==> config.mk <==
export PLATFORM = sky130hd
export DESIGN_NAME = truth_table_sweeper
export DESIGN_NICKNAME = d
export VERILOG_FILES = /design/src/rtl/truth_table_pkg.sv /design/src/rtl/truth_table_sweeper_hold_timer.sv /design/src/rtl/truth_table_sweeper.sv
export SDC_FILE = /design/constraint.sdc
export NUM_CORES = 1
export LEC_CHECK = 0
export CORE_MARGIN = 1
export CORE_UTILIZATION = 35
export DETAILED_ROUTE_END_ITERATION = 7
export GPL_ROUTABILITY_DRIVEN = 0
export GPL_TIMING_DRIVEN = 0
export PLACE_DENSITY = 0.57
export SETUP_SLACK_MARGIN = 0.5
export SLEW_MARGIN = 20
export SYNTH_ARGS = -nofsm -noshare
export SYNTH_HDL_FRONTEND = slang
export SYNTH_SLANG_ARGS = --single-unit
export TNS_END_PERCENT = 20
==> constraint.sdc <==
create_clock -name clk -period 6.9 [get_ports clk]
set_clock_uncertainty 0.1 [all_clocks]
set_input_delay 1.035 -clock clk [delete_from_list [all_inputs] [get_ports clk]]
set_output_delay 1.035 -clock clk [all_outputs]
set_load 0.02 [all_outputs]
==> src/rtl/truth_table_pkg.sv <==
// ---------------------------------------------------------------------------
// truth_table_pkg
// Shared definitions for the truth-table sweeper:
//   state_t      - sweeper control states (IDLE, RUN, DONE)
//   NUM_VECTORS  - number of input combinations of the 4-input function
//   IDX_W        - width of the vector index {A,B,C,D}
//   CNT_W        - width of the mismatch counter (must hold 0..16)
// ---------------------------------------------------------------------------
package truth_table_pkg;

    typedef enum logic [1:0] {
        IDLE = 2'd0,
        RUN  = 2'd1,
        DONE = 2'd2
    } state_t;

    localparam int NUM_VECTORS = 16;
    localparam int IDX_W       = 4;
    localparam int CNT_W       = 5;

endpackage

==> src/rtl/truth_table_sweeper_hold_timer.sv <==
// ---------------------------------------------------------------------------
// hold_timer
// Counts the clocks a vector has been driven. Counts 0..HOLD_CYCLES-1 while
// enabled and wraps back to 0 after the final hold cycle.
// Ports:
//   clk   in  rising-edge clock
//   rst   in  asynchronous active-high reset
//   clr   in  synchronous clear (new sweep accepted)
//   en    in  count enable (sweep in progress)
//   last  out high while the count is on the final hold cycle
// ---------------------------------------------------------------------------
module hold_timer #(
    parameter int HOLD_CYCLES = 4
) (
    input  logic clk,
    input  logic rst,
    input  logic clr,
    input  logic en,
    output logic last
);

    logic [7:0] cnt;

    assign last = (cnt == 8'(HOLD_CYCLES - 1));

    always_ff @(posedge clk or posedge rst) begin
        if (rst) begin
            cnt <= '0;
        end else if (clr) begin
            cnt <= '0;
        end else if (en) begin
            cnt <= last ? 8'd0 : cnt + 8'd1;
        end
    end

endmodule

==> src/rtl/truth_table_sweeper.sv <==
// ---------------------------------------------------------------------------
// truth_table_sweeper
// Drives all 16 input combinations of a 4-input combinational function in
// binary order, holds each for HOLD_CYCLES clocks, captures f into a truth
// table and compares it against a golden table latched at start.
// Ports:
//   clk, rst         clock, asynchronous active-high reset
//   start            begin a sweep (honoured in IDLE or DONE only)
//   expected[15:0]   golden table, bit i = required f for vector i
//   f                output of the function under test
//   A, B, C, D       current vector, {A,B,C,D} = index (A = MSB)
//   busy             sweep in progress
//   done             sweep finished, held until restart or reset
//   pass             done and no mismatches
//   table_out[15:0]  captured table, bit i = f sampled for vector i
//   mismatch_count   number of differing bits (0..16)
//   first_fail       lowest failing vector index (0 when passing)
// ---------------------------------------------------------------------------
module truth_table_sweeper
    import truth_table_pkg::*;
#(
    parameter int HOLD_CYCLES = 4
) (
    input  logic                   clk,
    input  logic                   rst,
    input  logic                   start,
    input  logic [NUM_VECTORS-1:0] expected,
    input  logic                   f,
    output logic                   A,
    output logic                   B,
    output logic                   C,
    output logic                   D,
    output logic                   busy,
    output logic                   done,
    output logic                   pass,
    output logic [NUM_VECTORS-1:0] table_out,
    output logic [CNT_W-1:0]       mismatch_count,
    output logic [IDX_W-1:0]       first_fail
);

    state_t                 state;
    state_t                 state_next;
    logic [IDX_W-1:0]       idx;
    logic [NUM_VECTORS-1:0] expected_lat;
    logic                   accept;
    logic                   running;
    logic                   last;
    logic                   sample;

    assign running = (state == RUN);
    assign accept  = start && ((state == IDLE) || (state == DONE));
    // f is captured on the edge that ends the final hold cycle of a vector
    assign sample  = running && last;

    hold_timer #(
        .HOLD_CYCLES(HOLD_CYCLES)
    ) u_hold (
        .clk  (clk),
        .rst  (rst),
        .clr  (accept),
        .en   (running),
        .last (last)
    );

    always_ff @(posedge clk or posedge rst) begin
        if (rst) begin
            state <= IDLE;
        end else begin
            state <= state_next;
        end
    end

    always_comb begin
        state_next = state;
        case (state)
            IDLE:    if (start) state_next = RUN;
            RUN:     if (sample && (idx == IDX_W'(NUM_VECTORS - 1))) state_next = DONE;
            DONE:    if (start) state_next = RUN;
            default: state_next = IDLE;
        endcase
    end

    always_ff @(posedge clk or posedge rst) begin
        if (rst) begin
            idx            <= '0;
            expected_lat   <= '0;
            table_out      <= '0;
            mismatch_count <= '0;
            first_fail     <= '0;
        end else if (accept) begin
            idx            <= '0;
            expected_lat   <= expected;
            table_out      <= '0;
            mismatch_count <= '0;
            first_fail     <= '0;
        end else if (sample) begin
            table_out[idx] <= f;
            if (f != expected_lat[idx]) begin
                mismatch_count <= mismatch_count + CNT_W'(1);
                // count still zero means this is the first miss of the sweep
                if (mismatch_count == '0) begin
                    first_fail <= idx;
                end
            end
            // natural 4-bit wrap returns the drive to 0000 after vector 15
            idx <= idx + IDX_W'(1);
        end
    end

    assign {A, B, C, D} = idx;
    assign busy         = running;
    assign done         = (state == DONE);
    assign pass         = done && (mismatch_count == '0);

endmodule
Figure 1. Sequential cells grouped by signal name (run 1).
Scale: 6 px per um. Other sequential cells in the stronger grey, the rest of the logic in the fainter grey.
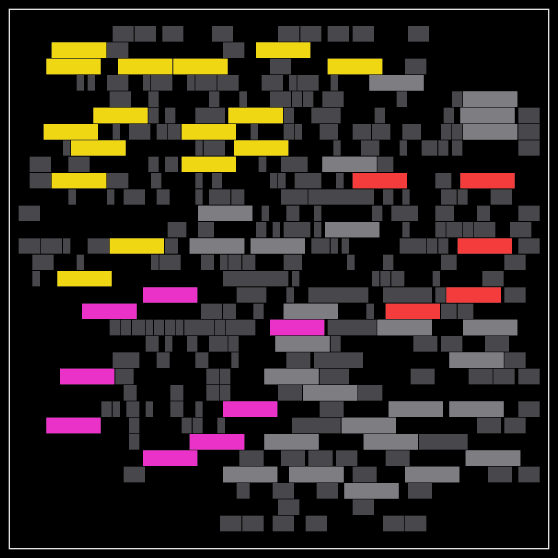
`table_out`: drawn in yellow, placed flops 16. `mismatch_count`: drawn in red, placed flops 5, where right middle. `u_hold.cnt`: drawn in magenta, placed flops 8.
Another 26 sequential cells are not coloured.

Figure 2. Placement view (run 1).
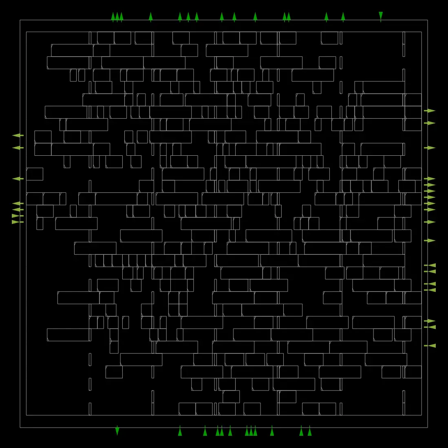
# Taps: 99
tally of non-filler cells in the final layout: 397
Flop Count: 55
fillers: 696
post-route core utilization: 47.0%

==> reports/metrics.yaml, run 1 <==
run_status:
  outcome: "finished, final reports clean"
place:
  place_ws_ns: 3.29
  detailed_place.area_mm2: 0.00332
  buffer_ports.inserted: 50
  dp.cells: 389
  place_hpwl_mm: 4.13
setup_path:
  critical-path-slowest-cell: "sky130_fd_sc_hd__nor4b_1"
  critical_path.n_buffers_inverters: 2
  r2r-start: "u_hold.cnt[0]$_DFFE_PP0P_"
  r2r_setup_slack_ns: 4.20
  r2r_end: "first_fail[1]$_DFFE_PP0P_"
  worst_setup_path_end_kind: "output port"
  r2r_cells: 7
  required_ns: 5.76
  critPathCapture: "pass"
  worst_path_dominant_cell_family: "simple AND/OR/NAND/NOR gates"
  critical_path_cell_count: 5
  worstSetupStartpoint: "mismatch_count[0]$_DFFE_PP0P_"
clock_network:
  tritoncts: "built"
  number_of_buffers_added_to_fix_hold_violations_after_cts: 0
  cts-htree-levels: 2
  post_cts.repair.setup_buffers: 0
  cts_num_sinks: 55
  path_clk_slew_ns: 0.10
power_and_ir_drop:
  leakagePower_nw: 1.53
  clk-power_uw: 251
  net-switching-power_uw: 541
  intPower_uw: 911
  pwr-share-comb_pct: 45.8
  vdd.ir_drop.worst_mv: 0.146
  power.largest_group: "combinational logic"
  fin_total_pwr_mw: 1.45
  power.sequential.fraction_pct: 36.9
  seq-power_uw: 536
  p_clk_share_pct: 17.3
finish:
  drive_above_1_share_pct: 12.1
  area_growth_pct: 28.2
logic_synthesis:
  yosys_chip_area_mm2: 0.00269
  synth-warning-count: 0
  edf_count: 0
  number_of_cells_in_the_yosys_synthesis_report: 240
  synth.top_cells.by_area: "sky130_fd_sc_hd__dfrtp_1 51%, sky130_fd_sc_hd__mux2_2 6.7%, sky130_fd_sc_hd__mux2i_1 6.0%, sky130_fd_sc_hd__mux4_2 4.2%, sky130_fd_sc_hd__nor2_1 3.6%"
  most_used_standard_cell_by_instance_count_after_synthesis: "sky130_fd_sc_hd__dfrtp_1"
  synthDistinctLibCells: 38
  synth.yosys.seq_area_share_pct: 51.2
  yosys.area.top_type_share_pct: 51.2
  top_area_cell: "sky130_fd_sc_hd__dfrtp_1"
  asyncSetResetFlopFracSynth_pct: 100
  mappedNetlistArea_mm2: 0.00269
global_routing:
  global_route.usage.met2_pct: 25.7
  grtUsageMet3_pct: 3.11
  globalRoute.totalOverflow: 0
  grt_first_pass_wirelength_mm: 9.88
routing:
  wl_met3_um: 194
  drt-pass1-iter-count: 6
  post-route-drc-count: 0
  met1Wirelength_mm: 2.91
  detail_route.iter0.violations: 74
flow_run:
  stage_log_warnings: 30
timing:
  finalHoldViolations: 0
  max_clock_freq_mhz: 271
  report.final.setup_viol: 0
  postLayoutSetupSlackWorst_ns: 3.21
  rsz0062_at_grt: "false"
  setup_tns_ns: 0
  slew_headroom_pct: 37.7
floorplanning:
  floorplanUtilization_pct: 36.7
  die.size.x_um: 89.7
  pin_count: 52
  die_height_um: 89.7
min_path:
  min_to: "u_hold.cnt[7]$_DFFE_PP0P_"
  hold-path-cell-count: 1
Figure 3. Metal 3 (run 1).
Scale: 4 px per um.
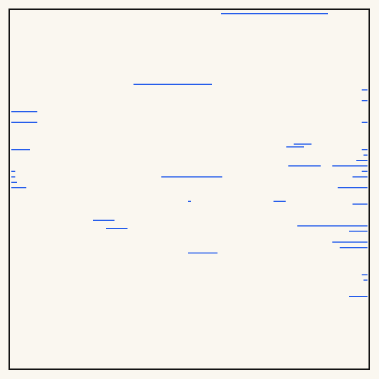
The wires run mostly horizontal. The layer carries 195 um of wire. The longest straight run is 26.4 um.

-- run 1: cell families after synthesis --
family,count (synthesis),share of synthesized area (%)
and+or+nand+nor,79,15.9
DFF,55,51.2
muxes,37,16.8
AOI/OAI and AO/OA,36,7.31
buffers and inverters,21,3.21
adders and majority gates,7,3.26
xor gates and xnor gates,5,2.33
-- run 1: area by class of cell --
cell class | count | area [um2]
buffer | 13 | 56.3
clock buffer | 6 | 72.6
clock inverter | 2 | 60.1
fill | 696 | 3880
inverter | 8 | 32.5
multi-input combinational | 164 | 1230
sequential | 55 | 1380
tap | 99 | 124
timing repair buffer | 50 | 500
-- run 1: sequential cells by signal, summed over array words and instances (netlist names) --
name and cells:
u_hold.cnt 8, expected_lat 16, table_out 16, state 2, mismatch_count 5, first_fail 4
idx 4
==> run 2: changes to the inputs <==
PLACE_DENSITY = 0.59   (was 0.57)
clock period = 3.1 ns   (was 6.9 ns; I/O delays follow)
Figure 4. Placement view (run 2).
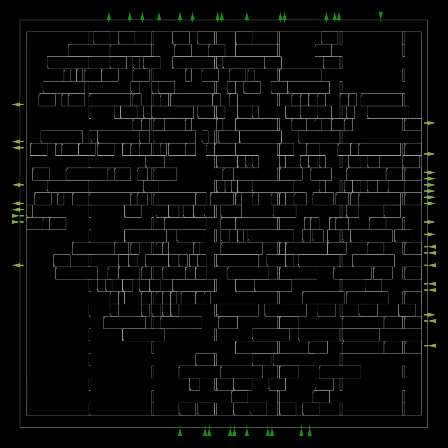
row cnt: 31
fillers: 673

Figure 5. Placed cells, one colour a class (run 2).
Scale: 3 px per um.
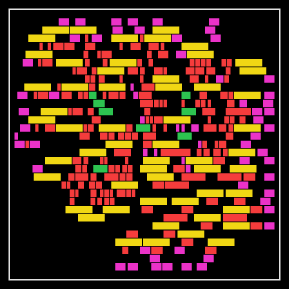
flops: drawn in yellow, cells 55, share of their area 41%. clock drivers and dummy loads: drawn in green, cells 8, share of their area 2.9%. other buffers and delay cells: drawn in magenta, cells 64, share of their area 17%. all other logic: drawn in red, cells 172, share of their area 39%.

==> run 2 against run 1 <==
Wire length shrank 4.1%. Non-clock buffer count grew 1. Setup slack lost 2.7 ns. Critical path depth grew 1. Critical path type is now reg2reg. Highest routed layer unchanged.
==> reports/metrics.yaml, run 2 <==
clock_network:
  number_of_buffers_added_to_fix_hold_violations_after_cts: 0  # unchanged
  cts-htree-levels: 2  # unchanged
  cts_num_sinks: 55  # unchanged
  tritoncts: "built"  # unchanged
  clock_tree.root_cell: "sky130_fd_sc_hd__clkbuf_8"  # unchanged
  path_clk_slew_ns: 0.11  # was 0.10 ns
  post_cts.repair.setup_buffers: 1  # was 0
logic_synthesis:
  synth.yosys.seq_area_share_pct: 51.2  # unchanged
  synthDistinctLibCells: 38  # unchanged
  mappedNetlistArea_mm2: 0.00269  # unchanged
  edf_count: 0  # unchanged
  yosys_chip_area_mm2: 0.00269  # unchanged
  yosys.area.top_type_share_pct: 51.2  # unchanged
  number_of_cells_in_the_yosys_synthesis_report: 240  # unchanged
  asyncSetResetFlopFracSynth_pct: 100  # unchanged
  top_area_cell: "sky130_fd_sc_hd__dfrtp_1"  # unchanged
  synth.top_cells.by_area: "sky130_fd_sc_hd__dfrtp_1 51%, sky130_fd_sc_hd__mux2_2 6.7%, sky130_fd_sc_hd__mux2i_1 6.0%, sky130_fd_sc_hd__mux4_2 4.2%, sky130_fd_sc_hd__nor2_1 3.6%"  # unchanged
  most_used_standard_cell_by_instance_count_after_synthesis: "sky130_fd_sc_hd__dfrtp_1"  # unchanged
  synth-warning-count: 0  # unchanged
  top_cells_by_count: "55 x sky130_fd_sc_hd__dfrtp_1, 26 x sky130_fd_sc_hd__nor2_1, 16 x sky130_fd_sc_hd__mux2_2, 16 x sky130_fd_sc_hd__mux2i_1, 15 x sky130_fd_sc_hd__nand3_1"  # unchanged
setup_path:
  r2r_end: "mismatch_count[4]$_DFFE_PP0P_"  # was first_fail[1]$_DFFE_PP0P_
  cp-start-kind: "register"  # unchanged
  worstSetupPathType: "reg2reg"  # was reg2out
  worst_setup_path_end_kind: "register"  # was output port
  critPathCapture: "mismatch_count[4]$_DFFE_PP0P_"  # was pass
  critical_path.n_buffers_inverters: 1  # was 2
  r2r_setup_slack_ns: 0.48  # was 4.20 ns
  worst_path_dominant_cell_family: "multiplexers"  # was simple AND/OR/NAND/NOR gates
  required_ns: 3.24  # was 5.76 ns
  path_common_cell: "sky130_fd_sc_hd__mux4_2"
  worstSetupStartpoint: "idx[3]$_DFFE_PP0P_"  # was mismatch_count[0]$_DFFE_PP0P_
  r2r-start: "idx[3]$_DFFE_PP0P_"  # was u_hold.cnt[0]$_DFFE_PP0P_
  critical_path_cell_count: 6  # was 5
  critical-path-slowest-cell: "sky130_fd_sc_hd__mux4_2"  # was sky130_fd_sc_hd__nor4b_1
  r2r_cells: 6  # was 7
  path_max_fanout: 10  # was 6
finish:
  layout.comb_gates.multi_input: 164  # unchanged
  final_core_utilization_pct: 47.0  # unchanged
  clock_cell_area_share_pct: 2.79  # was 3.85%
  reg_top3: "expected_lat: 16 flops, table_out: 16 flops, u_hold.cnt: 8 flops"  # unchanged
  seq_share_pct: 39.9  # unchanged
  largest_class: "registers"  # unchanged
  instances_no_fill: 398  # was 397
  area.share.combinational_pct: 36.2  # was 35.6%
  final.signal_inverter_count: 8  # unchanged
  sequential_cell_area_mm2: 0.00138  # unchanged
  drive_above_1_share_pct: 14.0  # was 12.1%
  numSequentialCells: 55  # unchanged
  logic_area_mm2: 0.00125  # was 0.00123 mm2
  layout.clock_buffers: 5  # was 6
  layout.nonclk_buf_share_pct: 16.5  # was 16.1%
  area_growth_pct: 28.2  # unchanged
  buffers_excl_clock: 64  # was 63
routing:
  wire_per_inst_um: 14.4  # was 15.0 um
  wl_met3_um: 158  # was 194 um
  detail-route-antenna-nets: 0  # unchanged
  met1Wirelength_mm: 2.86  # was 2.91 mm
  detail_route.iter0.violations: 111  # was 74
  drt-pass1-iter-count: 4  # was 6
  post-route-drc-count: 0  # unchanged
power_and_ir_drop:
  p_clk_share_pct: 13.6  # was 17.3%
  switching_share_pct: 39.1  # was 37.3%
  power.sequential.fraction_pct: 38.0  # was 36.9%
  leakagePower_nw: 1.53  # about the same
  vdd.ir_drop.worst_mv: 0.296  # was 0.146 mV
  fin_total_pwr_mw: 3.14  # was 1.45 mW
  pwr-share-comb_pct: 48.4  # was 45.8%
  net-switching-power_mw: 1.23  # was 541 uW
  intPower_mw: 1.91  # was 911 uW
timing:
  postLayoutSetupSlackWorst_ns: 0.479  # was 3.21 ns
  setup_tns_ns: 0  # unchanged
  report.final.setup_viol: 0  # unchanged
  max_clock_freq_mhz: 382
  slew_headroom_pct: 55.0  # was 37.7%
  finalHoldViolations: 0  # unchanged
  rsz0062_at_grt: "true"  # was false
run_status:
  outcome: "finished, final reports clean"  # unchanged
place:
  dp.cells: 389  # unchanged
  place_ws_ns: 0.0996  # was 3.29 ns
  place_hpwl_mm: 3.93  # was 4.13 mm
  detailed_place.area_mm2: 0.00332  # about the same
  buffer_ports.inserted: 50  # unchanged
global_routing:
  grt_first_pass_wirelength_mm: 9.52  # was 9.88 mm
  global_route.usage.met2_pct: 23.7  # was 25.7%
  grtUsageMet3_pct: 2.65  # was 3.11%
  globalRoute.totalOverflow: 0  # unchanged
  initial_antenna_violation_count: 0  # unchanged
floorplanning:
  die_height_um: 89.7  # unchanged
  tap-cell-count: 99  # unchanged
  die.size.x_um: 89.7  # unchanged
  pin_count: 52  # unchanged
  floorplanUtilization_pct: 36.7  # unchanged
flow_run:
  stage_log_warnings: 32  # was 30
min_path:
  hold-path-cell-count: 1  # unchanged
  min_to: "u_hold.cnt[7]$_DFFE_PP0P_"  # unchanged
Figure 6. Sequential cells grouped by signal name (run 2).
Scale: 6 px per um. Other sequential cells in the stronger grey, the rest of the logic in the fainter grey.
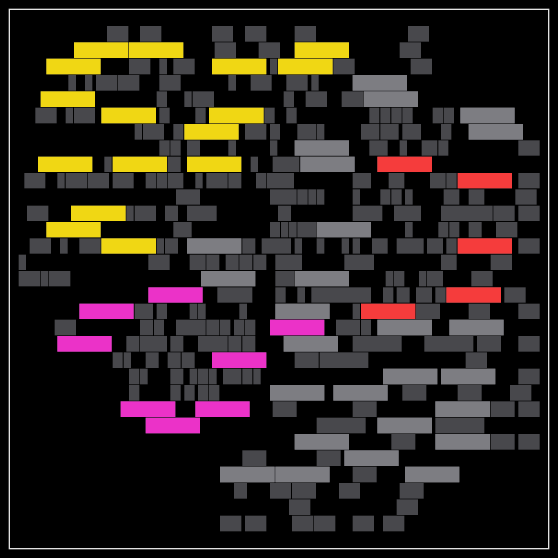
`u_hold.cnt`: drawn in magenta, placed flops 8. `mismatch_count`: drawn in red, placed flops 5, where right middle. `table_out`: drawn in yellow, placed flops 16.

-- run 2: logic make-up (layout without fill, tap and decap cells) --
logic type,after synthesis,after routing,synth area share [%]
AND/OR/NAND/NOR,79,79,15.9
multiplexers,37,37,16.8
flip-flops,55,55,51.2
XOR/XNOR,5,5,2.33
adder cells (fa/ha/maj),7,7,3.26
buffers and inverters,21,80,3.21
AND-OR/OR-AND,36,36,7.31
-- run 2: power by group through the flow --
| stage | Combinational (mW) | Clock [mW] | Sequential, mW |
|---|---|---|---|
| 2_1_floorplan | 0.829 | 0 | 1.32 |
| 3_3_place_gp | 1.46 | 0 | 1.20 |
| 3_5_place_dp | 1.48 | 0 | 1.21 |
| 4_1_cts | 1.53 | 0.443 | 1.20 |
| 5_1_grt | 1.68 | 0.476 | 1.24 |
| 6_report | 1.52 | 0.427 | 1.20 |
==> run 3: changes to the inputs <==
PLACE_DENSITY = 0.57   (was 0.59)
clock period = 2.7 ns   (was 3.1 ns; I/O delays follow)
Figure 7. Metal layers overlaid (run 3).
Scale: 4 px per um. Two of the layers only.
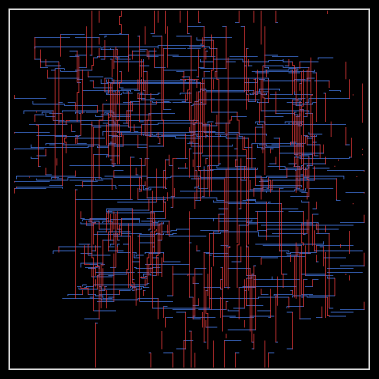
met1: drawn in blue, wire length 2790 um. met2: drawn in red, wire length 2830 um.

Figure 8. Sequential cells grouped by signal name (run 3).
Scale: 6 px per um. Other sequential cells in the stronger grey, the rest of the logic in the fainter grey.
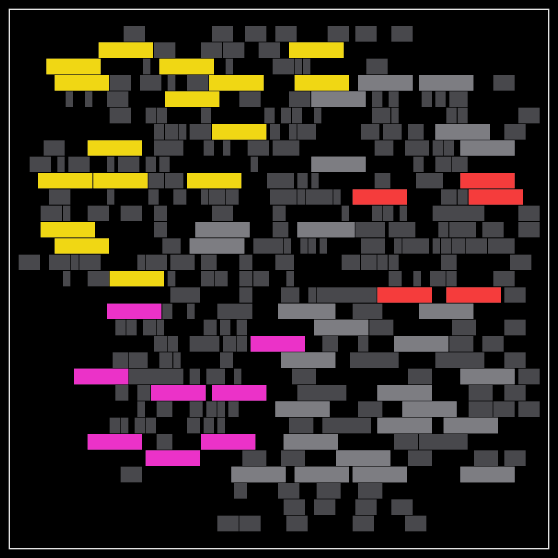
`table_out`: drawn in yellow, placed flops 16. `mismatch_count`: drawn in red, placed flops 5. `u_hold.cnt`: drawn in magenta, placed flops 8.
Another 26 sequential cells are not coloured.

==> run 3 against run 2 <==
Cell count up 1.8%. Die area unchanged. Sequential power is about 20% higher. Setup slack lost 0.27 ns. Synthesized cell count did not move. Maximum frequency up 5.1%. Synthesized area stayed put. Power increased by 20%. Wire length up 2.3%. Clock power increased by 13%.
==> reports/metrics.yaml, run 3 <==
finish:
  logic_area_mm2: 0.00128  # was 0.00125 mm2
  largest_class: "registers"  # unchanged
  drive_above_1_share_pct: 18.3  # was 14.0%
  area_growth_pct: 32.0  # was 28.2%
  layout.comb_gates.multi_input: 164  # unchanged
  most_frequent_standard_cell_in_the_layout_excluding_fill_and_tap_cells: "sky130_fd_sc_hd__dfrtp_1"  # unchanged
  sequential_cell_area_mm2: 0.00138  # about the same
  final.signal_inverter_count: 8  # unchanged
  buffers_excl_clock: 71  # was 64
  layout_top_cells_excl_fill_tap: "53 x sky130_fd_sc_hd__dfrtp_1, 49 x sky130_fd_sc_hd__clkdlybuf4s50_1, 25 x sky130_fd_sc_hd__nor2_1"  # was 55 x sky130_fd_sc_hd__dfrtp_1, 50 x sky130_fd_sc_hd__clkdlybuf4s50_1, 25 x sky130_fd_sc_hd__nor2_1
  num_antenna_cells: 0  # unchanged
  reg_top3: "expected_lat: 16 flops, table_out: 16 flops, u_hold.cnt: 8 flops"  # unchanged
  instances_no_fill: 405  # was 398
  layout.clock_buffers: 5  # unchanged
  numSequentialCells: 55  # unchanged
  area.share.combinational_pct: 36.0  # was 36.2%
  clock_cell_area_share_pct: 2.75  # was 2.79%
  final_net_count: 332  # was 325
  fin_area_mm2: 0.00355  # was 0.00345 mm2
  layout.nonclk_buf_share_pct: 18.0  # was 16.5%
logic_synthesis:
  number_of_cells_in_the_yosys_synthesis_report: 240  # unchanged
  synth_adder_area_share_pct: 3.26  # unchanged
  asyncSetResetFlopFracSynth_pct: 100  # unchanged
  fp_nets: 267  # unchanged
  ff_type: "sky130_fd_sc_hd__dfrtp_1"  # unchanged
  synth-xor-area-share_pct: 2.33  # unchanged
  edf_count: 0  # unchanged
  synth.top_cells.by_area: "sky130_fd_sc_hd__dfrtp_1 51%, sky130_fd_sc_hd__mux2_2 6.7%, sky130_fd_sc_hd__mux2i_1 6.0%, sky130_fd_sc_hd__mux4_2 4.2%, sky130_fd_sc_hd__nor2_1 3.6%"  # unchanged
  muxShareOfSynthArea_pct: 16.8  # unchanged
  synth.cellmix.simpleShare_pct: 15.9  # unchanged
  yosys.area.top_type_share_pct: 51.2  # unchanged
  synth.cellmix.compoundShare_pct: 7.31  # unchanged
  synth-warning-count: 0  # unchanged
  postSynthAreaPerCell_um2: 11.2  # unchanged
  mappedNetlistArea_mm2: 0.00269  # unchanged
  top_cells_by_count: "55 x sky130_fd_sc_hd__dfrtp_1, 26 x sky130_fd_sc_hd__nor2_1, 16 x sky130_fd_sc_hd__mux2_2, 16 x sky130_fd_sc_hd__mux2i_1, 15 x sky130_fd_sc_hd__nand3_1"  # unchanged
  synthDistinctLibCells: 38  # unchanged
  postSynthCellCount: 240  # unchanged
  netlist_logic_family_top: "multiplexers"  # unchanged
  yosys_chip_area_mm2: 0.00269  # unchanged
  synth.yosys.seq_area_share_pct: 51.2  # unchanged
  ys_ff: 55  # unchanged
  most_used_standard_cell_by_instance_count_after_synthesis: "sky130_fd_sc_hd__dfrtp_1"  # unchanged
  top_area_cell: "sky130_fd_sc_hd__dfrtp_1"  # unchanged
timing:
  postLayoutSetupSlackWorst_ns: 0.206  # was 0.479 ns
  report.final.setup_viol: 0  # unchanged
  max_clock_freq_mhz: 401  # was 382 MHz
  finalHoldViolations: 0  # unchanged
  slew_headroom_pct: 54.7  # was 55.0%
  final_min_period_over_clock_period_pct: 92.4  # was 84.5%
  rsz0062_at_grt: "true"  # unchanged
  timing_worst_slew_pin_value_ns: 0.679  # was 0.675 ns
  final_worst_hold_slack_ns: 0.398  # was 0.396 ns
  crit_path_time_final_ns: 2.49  # was 2.62 ns
  slew_violations: 0  # unchanged
  setup_tns_ns: 0  # unchanged
clock_network:
  cts_buffers: 5  # unchanged
  cts.repair.resized: 8  # was 3
  tritoncts: "built"  # unchanged
  path_clk_slew_ns: 0.11  # about the same
  clock_tree.root_cell: "sky130_fd_sc_hd__clkbuf_8"  # unchanged
  number_of_buffers_added_to_fix_hold_violations_after_cts: 0  # unchanged
  clock_path_buffers: 2  # unchanged
  post_cts.repair.setup_buffers: 3  # was 1
  cts-htree-levels: 2  # unchanged
  cts_num_sinks: 55  # unchanged
  clock.latency.late_pin_ns: 0.31  # about the same
min_path:
  hold_start: "u_hold.cnt[7]$_DFFE_PP0P_"  # unchanged
  hp-class: "reg2reg"  # unchanged
  min_to: "u_hold.cnt[7]$_DFFE_PP0P_"  # unchanged
  hold-path-cell-count: 1  # unchanged
global_routing:
  globalRoute.totalOverflow: 0  # unchanged
  top_usage_layer: "met2"  # unchanged
  met1_usage_pct: 21.8  # was 23.4%
  initial_antenna_violation_count: 0  # unchanged
  grtUsageMet3_pct: 3.29  # was 2.65%
  globalRouteTotalUtil_pct: 15.9  # was 15.7%
  maximum_number_of_pins_on_one_net_before_global_route_repair: 56  # unchanged
  vias_in_the_first_global_route: 1980  # was 1925
  grt_first_pass_wirelength_mm: 9.60  # was 9.52 mm
  global_route.usage.met2_pct: 25.8  # was 23.7%
setup_path:
  critical_path_cell_count: 6  # unchanged
  r2r_cells: 6  # unchanged
  worstSetupPathType: "reg2reg"  # unchanged
  worstSetupStartpoint: "idx[2]$_DFFE_PP0P_"  # was idx[3]$_DFFE_PP0P_
  maximum_cell_stage_delay_along_the_critical_path_ns: 0.54  # was 0.55 ns
  timing.critical_path.cells: "buf_6 > mux4_2 > mux4_2 > xnor2_4 > or4_1 > a21oi_2"  # was buf_2 > mux4_2 > mux4_2 > xnor2_4 > or4_1 > a21oi_1
  critPathCapture: "mismatch_count[4]$_DFFE_PP0P_"  # unchanged
  critical-path-slowest-cell: "sky130_fd_sc_hd__mux4_2"  # unchanged
  critical_path.n_buffers_inverters: 1  # unchanged
  worstPathArrival_ns: 2.64  # was 2.76 ns
  r2r-start: "idx[2]$_DFFE_PP0P_"  # was idx[3]$_DFFE_PP0P_
  r2r_end: "mismatch_count[4]$_DFFE_PP0P_"  # unchanged
  path_common_cell: "sky130_fd_sc_hd__mux4_2"  # unchanged
  path_max_fanout: 7  # was 10
  worst_setup_path_end_kind: "register"  # unchanged
  r2r_setup_slack_ns: 0.21  # was 0.48 ns
  cp-start-kind: "register"  # unchanged
  worst_path_dominant_cell_family: "multiplexers"  # unchanged
  required_ns: 2.84  # was 3.24 ns
routing:
  post-route-drc-count: 0  # unchanged
  via_per_inst: 5.04  # was 5.01
  drt-pass1-iter-count: 4  # unchanged
  route.vias.total: 2042  # was 1992
  detail_route.iter0.violations: 76  # was 111
  wire_per_inst_um: 14.5  # was 14.4 um
  detail-route-antenna-nets: 0  # unchanged
  sum_of_routed_wire_length_over_all_layers_mm: 5.86  # was 5.73 mm
run_status:
  outcome: "finished, final reports clean"  # unchanged
flow_run:
  timing.max_cap.violations: 0  # unchanged
  stage_log_warnings: 33  # was 32
floorplanning:
  die_height_um: 89.7  # unchanged
  fp-row-count: 31  # unchanged
  floorplanUtilization_pct: 36.7  # unchanged
  pin_count: 52  # unchanged
  die.size.x_um: 89.7  # unchanged
  die_area_mm2: 0.00804  # unchanged
  tap-cell-count: 99  # unchanged
power_and_ir_drop:
  vdd.ir_drop.worst_mv: 0.409  # was 0.296 mV
  leakagePower_nw: 1.60  # was 1.53 nW
  powerDensity_mw_per_mm2: 1060  # was 911 mW/mm2
  fin_total_pwr_mw: 3.77  # was 3.14 mW
place:
  place_hpwl_mm: 4.05  # was 3.93 mm
  place_ws_ns: -0.276  # was 0.0996 ns
  dp.cells: 389  # unchanged
  buffer_ports.inserted: 50  # unchanged
  detailed_place.area_mm2: 0.00333  # was 0.00332 mm2
Figure 9. Placement view (run 3).
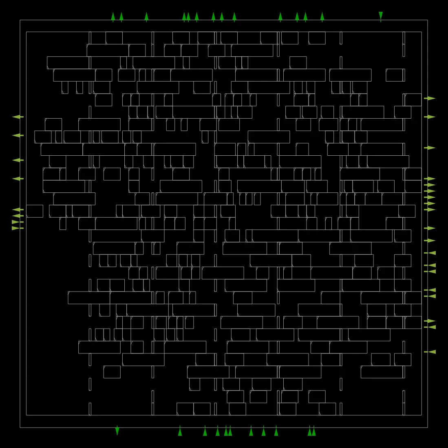
Seq area share: 38.8%
core box area: 0.00733 mm2
fillers: 710
post-route core utilization: 48.4%

## run 3: netlist changes by cell type in the layout (fill, tap and decap cells not counted), sizes merged
cell / before / now
clkdlybuf4s50: 50 / 49
dlymetal6s2s: 0 / 1
inv: 9 / 8
buf: 7 / 15
clkinvlp: 1 / 0
clkinv: 1 / 3
clkbuf: 12 / 11
## run 3: metal layers
metal | share of wire, % | routed length [um] | vias to the layer above
met1 | 48 | 2790 | 1009
met3 | 3.2 | 185 | 4
li1 | - | - | 991
met2 | 48 | 2830 | 38
met4 | 0.89 | 52 | 0
met5 | 0 | 0 | -
## run 3: report_power, final
group	internal, mW	switching (mW)	leakage, nW
logic	0.989	0.913	0.838
registers	1.13	0.248	0.708
clock network	0.193	0.291	0.0502
total	2.32	1.45	1.60
Power and IR drop assume default switching activity.
